**config.mk**
```make
export PLATFORM = sky130hd
export DESIGN_NAME = ps2_host_tx
export DESIGN_NICKNAME = d
export VERILOG_FILES = /design/src/rtl/ps2_host_tx.sv
export SDC_FILE = /design/constraint.sdc
export NUM_CORES = 1
export LEC_CHECK = 0
export CAP_MARGIN = 10
export CORE_MARGIN = 2
export CORE_UTILIZATION = 45
export DETAILED_ROUTE_END_ITERATION = 12
export MAX_ROUTING_LAYER = met4
export PLACE_DENSITY = 0.65
export SLEW_MARGIN = 15
export SYNTH_ARGS = -nofsm -noshare
export SYNTH_HDL_FRONTEND = slang
export SYNTH_SLANG_ARGS = --single-unit
```
**constraint.sdc**
```tcl
create_clock -name clock -period 5.3 [get_ports clock]
set_clock_uncertainty 0.05 [all_clocks]
set_input_delay 1.59 -clock clock [delete_from_list [all_inputs] [get_ports clock]]
set_output_delay 1.59 -clock clock [all_outputs]
set_load 0.01 [all_outputs]
```
**src/rtl/ps2_host_tx.sv**
```systemverilog
// ps2_host_tx -- PS/2 host-to-device command transmitter.
//
// Sends one command byte (for example 0xED set-LEDs, 0xF4 enable, 0xFF reset)
// to a PS/2 keyboard over the shared open-drain clock and data lines. The block
// never drives a line high. It only asserts active-high pull-down enables, and
// the top level maps these onto the tri-state pins.
//
// Sequence: hold PS2_CLK low (inhibit), pull PS2_DAT low (start bit), and
// release PS2_CLK. Then shift out 8 data bits LSB first, the odd parity bit and
// the stop bit, one on each device-generated falling edge. Sample the device
// ACK, and wait for both lines to return high.
//
// Optional feature macro: PS2_TX_TIMEOUT_EN
//   When defined, a watchdog aborts a transfer with an error pulse if the device
//   stays silent for TIMEOUT_CYCLES. When undefined, no watchdog logic exists.
//
// Parameters
//   INHIBIT_CYCLES  clock cycles PS2_CLK is held low before the start bit
//   TIMEOUT_CYCLES  watchdog limit (used only with PS2_TX_TIMEOUT_EN)
//
// Ports
//   clock         system clock
//   reset         synchronous, active-high reset
//   tx_data       command byte, sampled when tx_valid && tx_ready
//   tx_valid      request to send tx_data
//   tx_ready      high only while idle
//   ps2_clk_in    raw PS2_CLK pin level (asynchronous)
//   ps2_dat_in    raw PS2_DAT pin level (asynchronous)
//   ps2_clk_pull  1 = drive PS2_CLK low, 0 = release
//   ps2_dat_pull  1 = drive PS2_DAT low, 0 = release
//   done          one-cycle pulse: byte acknowledged by the device
//   error         one-cycle pulse: NACK (or timeout)
//   busy          high in every state except idle

`timescale 1ns/1ps

module ps2_host_tx #(
    parameter int unsigned INHIBIT_CYCLES = 5000,
    parameter int unsigned TIMEOUT_CYCLES = 750000
) (
    input  logic       clock,
    input  logic       reset,
    input  logic [7:0] tx_data,
    input  logic       tx_valid,
    output logic       tx_ready,
    input  logic       ps2_clk_in,
    input  logic       ps2_dat_in,
    output logic       ps2_clk_pull,
    output logic       ps2_dat_pull,
    output logic       done,
    output logic       error,
    output logic       busy
);

    // Reject configurations that would make the counters meaningless.
    if (INHIBIT_CYCLES < 1) begin : g_bad_inhibit
        $error("ps2_host_tx: INHIBIT_CYCLES must be at least 1");
    end
    if (TIMEOUT_CYCLES < 1) begin : g_bad_timeout
        $error("ps2_host_tx: TIMEOUT_CYCLES must be at least 1");
    end

    localparam int unsigned INH_W = $clog2(INHIBIT_CYCLES + 1);
    localparam logic [INH_W-1:0] INH_LAST = INH_W'(INHIBIT_CYCLES - 1);

    typedef enum logic [2:0] {
        S_IDLE,
        S_INHIBIT,
        S_REQUEST,
        S_SEND,
        S_ACK,
        S_WAIT_LINE
    } state_t;

    state_t           state_q,    state_d;
    logic             clk_s1_q,   clk_s1_d;
    logic             clk_s2_q,   clk_s2_d;
    logic             clk_prev_q, clk_prev_d;
    logic             dat_s1_q,   dat_s1_d;
    logic             dat_s2_q,   dat_s2_d;
    logic [INH_W-1:0] inh_cnt_q,  inh_cnt_d;
    logic [3:0]       bit_cnt_q,  bit_cnt_d;
    logic [8:0]       shift_q,    shift_d;    // {parity, data}, shifted out LSB first
    logic             clk_pull_q, clk_pull_d;
    logic             dat_pull_q, dat_pull_d;
    logic             done_q,     done_d;
    logic             error_q,    error_d;
    logic             tx_ready_q, tx_ready_d;
    logic             busy_q,     busy_d;
    logic             fe;

`ifdef PS2_TX_TIMEOUT_EN
    localparam int unsigned TO_W = $clog2(TIMEOUT_CYCLES + 1);
    localparam logic [TO_W-1:0] TO_LAST = TO_W'(TIMEOUT_CYCLES - 1);
    logic [TO_W-1:0]  wd_cnt_q,   wd_cnt_d;
`endif

    // Falling edge of the synchronised device clock.
    assign fe = clk_prev_q & ~clk_s2_q;

    // NOTE: every *_d gets a default at the top, so no path leaves it
    // unassigned and no latch is inferred.
    always_comb begin
        state_d    = state_q;
        clk_s1_d   = ps2_clk_in;
        clk_s2_d   = clk_s1_q;
        clk_prev_d = clk_s2_q;
        dat_s1_d   = ps2_dat_in;
        dat_s2_d   = dat_s1_q;
        inh_cnt_d  = inh_cnt_q;
        bit_cnt_d  = bit_cnt_q;
        shift_d    = shift_q;
        clk_pull_d = clk_pull_q;
        dat_pull_d = dat_pull_q;
        done_d     = 1'b0;
        error_d    = 1'b0;
`ifdef PS2_TX_TIMEOUT_EN
        wd_cnt_d   = wd_cnt_q;
`endif

        case (state_q)
            S_IDLE: begin
                if (tx_valid) begin
                    shift_d    = {~^tx_data, tx_data};   // odd parity on top
                    clk_pull_d = 1'b1;
                    inh_cnt_d  = '0;
                    state_d    = S_INHIBIT;
                end
            end

            // Device edges cannot occur while the clock is held low, so the
            // edge detector is ignored here.
            S_INHIBIT: begin
                if (inh_cnt_q == INH_LAST) begin
                    dat_pull_d = 1'b1;                 // start bit
                    state_d    = S_REQUEST;
                end else begin
                    inh_cnt_d = inh_cnt_q + INH_W'(1);
                end
            end

            S_REQUEST: begin
                clk_pull_d = 1'b0;
                bit_cnt_d  = '0;
                state_d    = S_SEND;
`ifdef PS2_TX_TIMEOUT_EN
                wd_cnt_d   = '0;
`endif
            end

            // Edges 1..9 present data bits 0..7 and parity. Edge 10 releases
            // the data line, which is the stop bit.
            S_SEND: begin
                if (fe) begin
                    if (bit_cnt_q == 4'd9) begin
                        dat_pull_d = 1'b0;
                        state_d    = S_ACK;
                    end else begin
                        dat_pull_d = ~shift_q[0];
                        shift_d    = {1'b0, shift_q[8:1]};
                        bit_cnt_d  = bit_cnt_q + 4'd1;
                    end
                end
            end

            S_ACK: begin
                if (fe) begin
                    if (dat_s2_q) begin
                        error_d = 1'b1;                // device did not pull ACK low
                        state_d = S_IDLE;
                    end else begin
                        state_d = S_WAIT_LINE;
                    end
                end
            end

            S_WAIT_LINE: begin
                if (clk_s2_q && dat_s2_q) begin
                    done_d  = 1'b1;
                    state_d = S_IDLE;
                end
            end

            default: begin
                clk_pull_d = 1'b0;
                dat_pull_d = 1'b0;
                state_d    = S_IDLE;
            end
        endcase

`ifdef PS2_TX_TIMEOUT_EN
        // The watchdog overrides every other decision, including a done that
        // would fire in the same cycle, so done and error stay exclusive.
        if (state_q == S_SEND || state_q == S_ACK || state_q == S_WAIT_LINE) begin
            if (wd_cnt_q == TO_LAST) begin
                clk_pull_d = 1'b0;
                dat_pull_d = 1'b0;
                done_d     = 1'b0;
                error_d    = 1'b1;
                wd_cnt_d   = '0;
                state_d    = S_IDLE;
            end else if (state_q == S_ACK && state_d != S_ACK) begin
                wd_cnt_d   = '0;
            end else begin
                wd_cnt_d   = wd_cnt_q + TO_W'(1);
            end
        end
`endif

        tx_ready_d = (state_d == S_IDLE);
        busy_d     = (state_d != S_IDLE);
    end

    // NOTE: sequential state is written only with non-blocking assignments,
    // so every flop samples the pre-edge value of every other flop.
    always_ff @(posedge clock) begin
        if (reset) begin
            state_q    <= S_IDLE;
            clk_s1_q   <= 1'b1;     // idle bus level, avoids a false edge
            clk_s2_q   <= 1'b1;
            clk_prev_q <= 1'b1;
            dat_s1_q   <= 1'b1;
            dat_s2_q   <= 1'b1;
            inh_cnt_q  <= '0;
            bit_cnt_q  <= '0;
            shift_q    <= '0;
            clk_pull_q <= 1'b0;
            dat_pull_q <= 1'b0;
            done_q     <= 1'b0;
            error_q    <= 1'b0;
            tx_ready_q <= 1'b1;
            busy_q     <= 1'b0;
`ifdef PS2_TX_TIMEOUT_EN
            wd_cnt_q   <= '0;
`endif
        end else begin
            state_q    <= state_d;
            clk_s1_q   <= clk_s1_d;
            clk_s2_q   <= clk_s2_d;
            clk_prev_q <= clk_prev_d;
            dat_s1_q   <= dat_s1_d;
            dat_s2_q   <= dat_s2_d;
            inh_cnt_q  <= inh_cnt_d;
            bit_cnt_q  <= bit_cnt_d;
            shift_q    <= shift_d;
            clk_pull_q <= clk_pull_d;
            dat_pull_q <= dat_pull_d;
            done_q     <= done_d;
            error_q    <= error_d;
            tx_ready_q <= tx_ready_d;
            busy_q     <= busy_d;
`ifdef PS2_TX_TIMEOUT_EN
            wd_cnt_q   <= wd_cnt_d;
`endif
        end
    end

    assign tx_ready     = tx_ready_q;
    assign busy         = busy_q;
    assign ps2_clk_pull = clk_pull_q;
    assign ps2_dat_pull = dat_pull_q;
    assign done         = done_q;
    assign error        = error_q;

endmodule
```
==> flow_metrics.tcl, run 1 <==
# collected from the flow reports
set metrics [dict create \
    synth.cellmix.compoundShare_pct 17.1 \
    place_worst_setup_slack_ps 1670 \
    dp_cells 291 \
    largestClassByArea "combinational gates" \
    crit_cells 5 \
    cts_root_buf "clkbuf_8" \
    nonClkBufAreaFrac_pct 7.69 \
    r2r_end "shift_q[1]$_SDFFE_PP0P_" \
    critPathLaunch "tx_valid" \
    syn-num-nets 249 \
    busiest_layer "met2" \
    worstHoldStart "dat_s1_q$_SDFF_PP1_" \
    met1_length_um 2160 \
    logic_area_um2 1150 \
    rsz0062_at_grt "no" \
    ios 19 \
    wl_met3_um 128 \
    ys_area_um2 2030 \
    mux_area_share_pct 4.93 \
    most_common_cell "dfxtp_1" \
    ys.flops 40 \
    flops 40 \
    min_path_cells 1 \
    path_class "in2reg" \
    use_met1_pct 25.0 \
    ys_types 47 \
    yosys.area.top_type "dfxtp_1" \
    status "complete, no violations" \
    first_global_vias 1552 \
    top_cells_by_count "dfxtp_1 (40), a21oi_1 (19), nor2_1 (18), nand2_1 (12)" \
    setup_violations 0 \
    chip_area_um2 5070 \
    xor_share_pct 5.17 \
    nClkBuffers 5 \
    internal-power_mw 0.490 \
    r2r_setup_slack_ps 2520 \
    tightest_slew_ps 930 \
    ys_cells 233 \
    syn_area_per_cell_um2 8.72 \
]
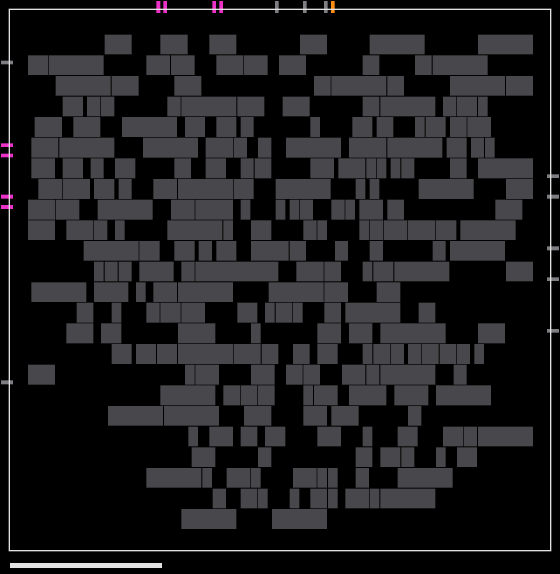
run_1/io_placement.png
Scale bar: 20 µm. Pins as bars across the die edge, other pins in grey.
Key: `ps2_dat_in` = orange [pins 1, direction input, edge top]; `tx_data` = magenta [pins 8, direction input, edge 4 top, 4 left]
All pins by edge: 8 top, 6 left, 5 right.
Die Wd: 71.2 µm
PortBufs: 18
vertical die size: 71.2 µm

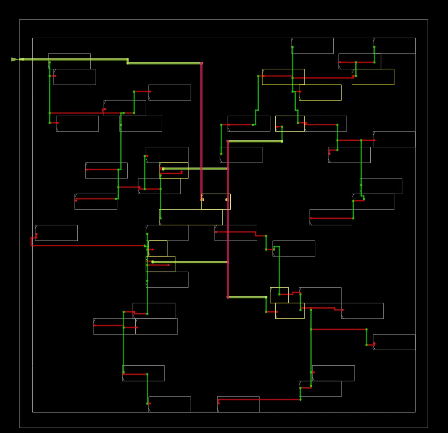
run_1/clocks.png
clock-net power: 0.254 mW
worst skew pair latency: 290 ps

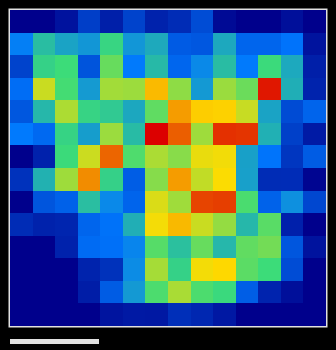
run_1/metal_density.png
Scale bar: 20 µm. The die is cut into 14 by 14 equal tiles; dark blue is low, red is high, scaled to the fullest tile. Values are wire area over tile area, all layers added.
The fullest tile reaches 0.38. The densest ninth of the die: middle. 29% of the tiles are over half the peak.
vias after detailed routing: 1690
Total Routing Usage GR: 18.0%
Routed WL: 4140 µm
per-cell routed wire length: 13.8 µm

--- run 2 (diff from run 1) ---
--- a/config.mk
+++ b/config.mk
@@ -10,7 +10,7 @@
 export CORE_UTILIZATION = 45
 export DETAILED_ROUTE_END_ITERATION = 12
 export MAX_ROUTING_LAYER = met4
-export PLACE_DENSITY = 0.65
+export PLACE_DENSITY = 0.68
 export SLEW_MARGIN = 15
 export SYNTH_ARGS = -nofsm -noshare
 export SYNTH_HDL_FRONTEND = slang
==> constraint.sdc (replaced) <==
create_clock -name clock -period 2.9 [get_ports clock]
set_clock_uncertainty 0.05 [all_clocks]
set_input_delay 0.87 -clock clock [delete_from_list [all_inputs] [get_ports clock]]
set_output_delay 0.87 -clock clock [all_outputs]
set_load 0.01 [all_outputs]
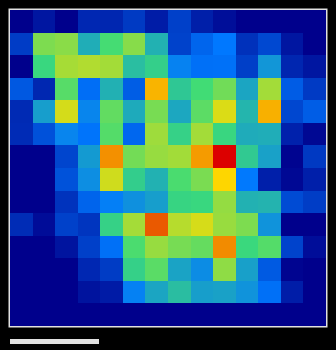
run_2/metal_density.png
Scale bar: 20 µm. The die is cut into 14 by 14 equal tiles; dark blue is low, red is high, scaled to the fullest tile. Values are wire area over tile area, all layers added.
The fullest tile reaches 0.44. The densest ninth of the die: middle. The emptiest ninth of the die: bottom left. 22% of the tiles are nearly empty. 24% of the tiles are over half the peak. The mean over all tiles is 0.12.
per-cell routed wire length: 13.1 µm
Routed WL: 3990 µm
vias after detailed routing: 1699
Total Routing Usage GR: 17.2%

==> run 2 against run 1 <==
Wire length is 3.6% lower. Total power is 70% higher. Combinational power is 89% higher. Area after synthesis stayed put. Cell area is 0.91% higher. Register-to-register slack worse by 1600 ps. Clock power is 48% higher. Synthesized cell count stayed put. Global-route usage is 0.79 points lower.
==> flow_metrics.tcl, run 2 <==
# collected from the flow reports
set metrics [dict create \
    status "complete, no violations" \
    syn_area_per_cell_um2 8.72 \
    tightest_slew_ps 559 \
    port-buffer-count 18 \
    layout_top_cells "dfxtp_1 (40), a21oi_1 (19), nor2_1 (18), clkdlybuf4s50_1 (18), nand2_1 (12)" \
    internal-power_mw 0.830 \
    crit_path_max_fanout 9 \
    met1_length_um 2130 \
    critPathLaunch "tx_valid" \
    synth.cellmix.compoundShare_pct 17.1 \
    flops 40 \
    syn-num-nets 249 \
    powerClk_mw 0.377 \
    ys.flops 40 \
    comb_area_share_pct 48.5 \
    place_worst_setup_slack_ps 449 \
    worstHoldStart "dat_s1_q$_SDFF_PP1_" \
    min_path_cells 1 \
    ios 19 \
    path_class "in2reg" \
    ys_area_um2 2030 \
    rsz0062_at_grt "no" \
    setup_violations 0 \
    wl_met3_um 130 \
    cts_root_buf "clkbuf_8" \
    busiest_layer "met2" \
    most_common_cell "dfxtp_1" \
    die_w_um 71.2 \
    ys_types 47 \
    ys_top_logic_family "simple AND/OR/NAND/NOR gates" \
    dp_cells 297 \
    logic_area_um2 1150 \
    ys_cells 233 \
    synth_area_um2 2030 \
    crit_cells 5 \
    die_h_um 71.2 \
    first_global_vias 1496 \
    start_kind "input pin" \
    yosys.area.top_type "dfxtp_1" \
    chip_area_um2 5070 \
    nonClkBufAreaFrac_pct 9.52 \
    largestClassByArea "combinational gates" \
    r2r_end "inh_cnt_q[3]$_SDFFE_PP0P_" \
]
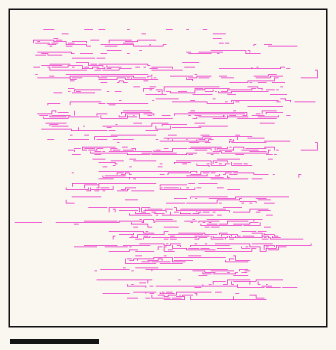
run_2/layer_met1.png
Scale bar: 20 µm.
The wires run mostly horizontal. The layer carries 2130 µm of wire. The longest straight run is 27.1 µm. 249 nets have wire on it. The layer holds 53% of the routed length.
global routing usage on met1: 23.9%

--- run 3 (diff from run 2) ---
==> constraint.sdc (replaced) <==
create_clock -name clock -period 1.74 [get_ports clock]
set_clock_uncertainty 0.05 [all_clocks]
set_input_delay 0.522 -clock clock [delete_from_list [all_inputs] [get_ports clock]]
set_output_delay 0.522 -clock clock [all_outputs]
set_load 0.01 [all_outputs]
==> run 3 against run 2 <==
Total power up 85%. Non-clock buffer count is 28 higher. Global-route usage up 2.2 points. Critical path type is now reg2out.
==> flow_metrics.tcl, run 3 <==
# collected from the flow reports
set metrics [dict create \
    ys.flops 40 \
    port-buffer-count 18 \
    syn-num-nets 249 \
    most_common_cell "dfxtp_1" \
    path_class "reg2out" \
    ios 19 \
    place_worst_setup_slack_ps -284 \
    wl_met3_um 133 \
    start_kind "register" \
    ys_top_logic_family "simple AND/OR/NAND/NOR gates" \
    synth_area_um2 2030 \
    synth.cellmix.compoundShare_pct 17.1 \
    dp_cells 320 \
    yosys.area.top_type "dfxtp_1" \
    chip_area_um2 5070 \
    ys_cells 233 \
    met1_length_um 2300 \
    die_h_um 71.2 \
    syn_area_per_cell_um2 8.72 \
    largestClassByArea "combinational gates" \
    ys_types 47 \
    min_path_cells 1 \
    antenna_found_initial 0 \
    crit_path_max_fanout 1 \
    drive_above_1_share_pct 22.7 \
    crit_cells 1 \
    status "complete, no violations" \
    setup_violations 0 \
    wl_per_cell_um 13.9 \
    die_w_um 71.2 \
]
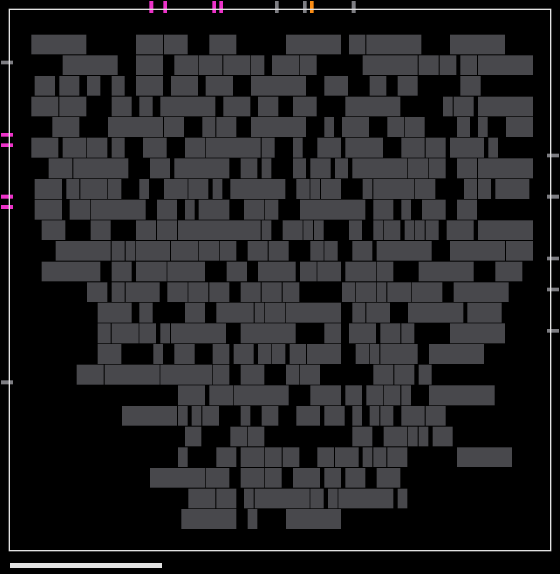
run_3/io_placement.png
Scale bar: 20 µm. Pins as bars across the die edge, other pins in grey.
Key: `ps2_dat_in` = orange [pins 1, direction input, edge top]; `tx_data` = magenta [pins 8, direction input, edge 4 top, 4 left]
All pins by edge: 8 top, 6 left, 5 right.

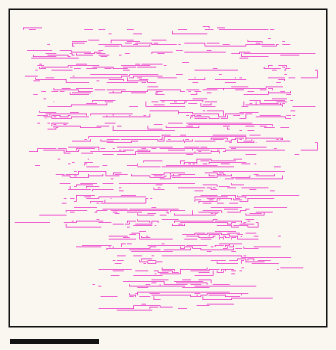
run_3/layer_met1.png
Scale bar: 20 µm.
The layer carries 2300 µm of wire. The longest straight run is 20.7 µm. 272 nets have wire on it. The wires run mostly horizontal. The layer holds 50% of the routed length.
vias after detailed routing: 1866
global routing usage on met1: 26.9%
Routed WL: 4640 µm

Power and IR drop assume default switching activity.
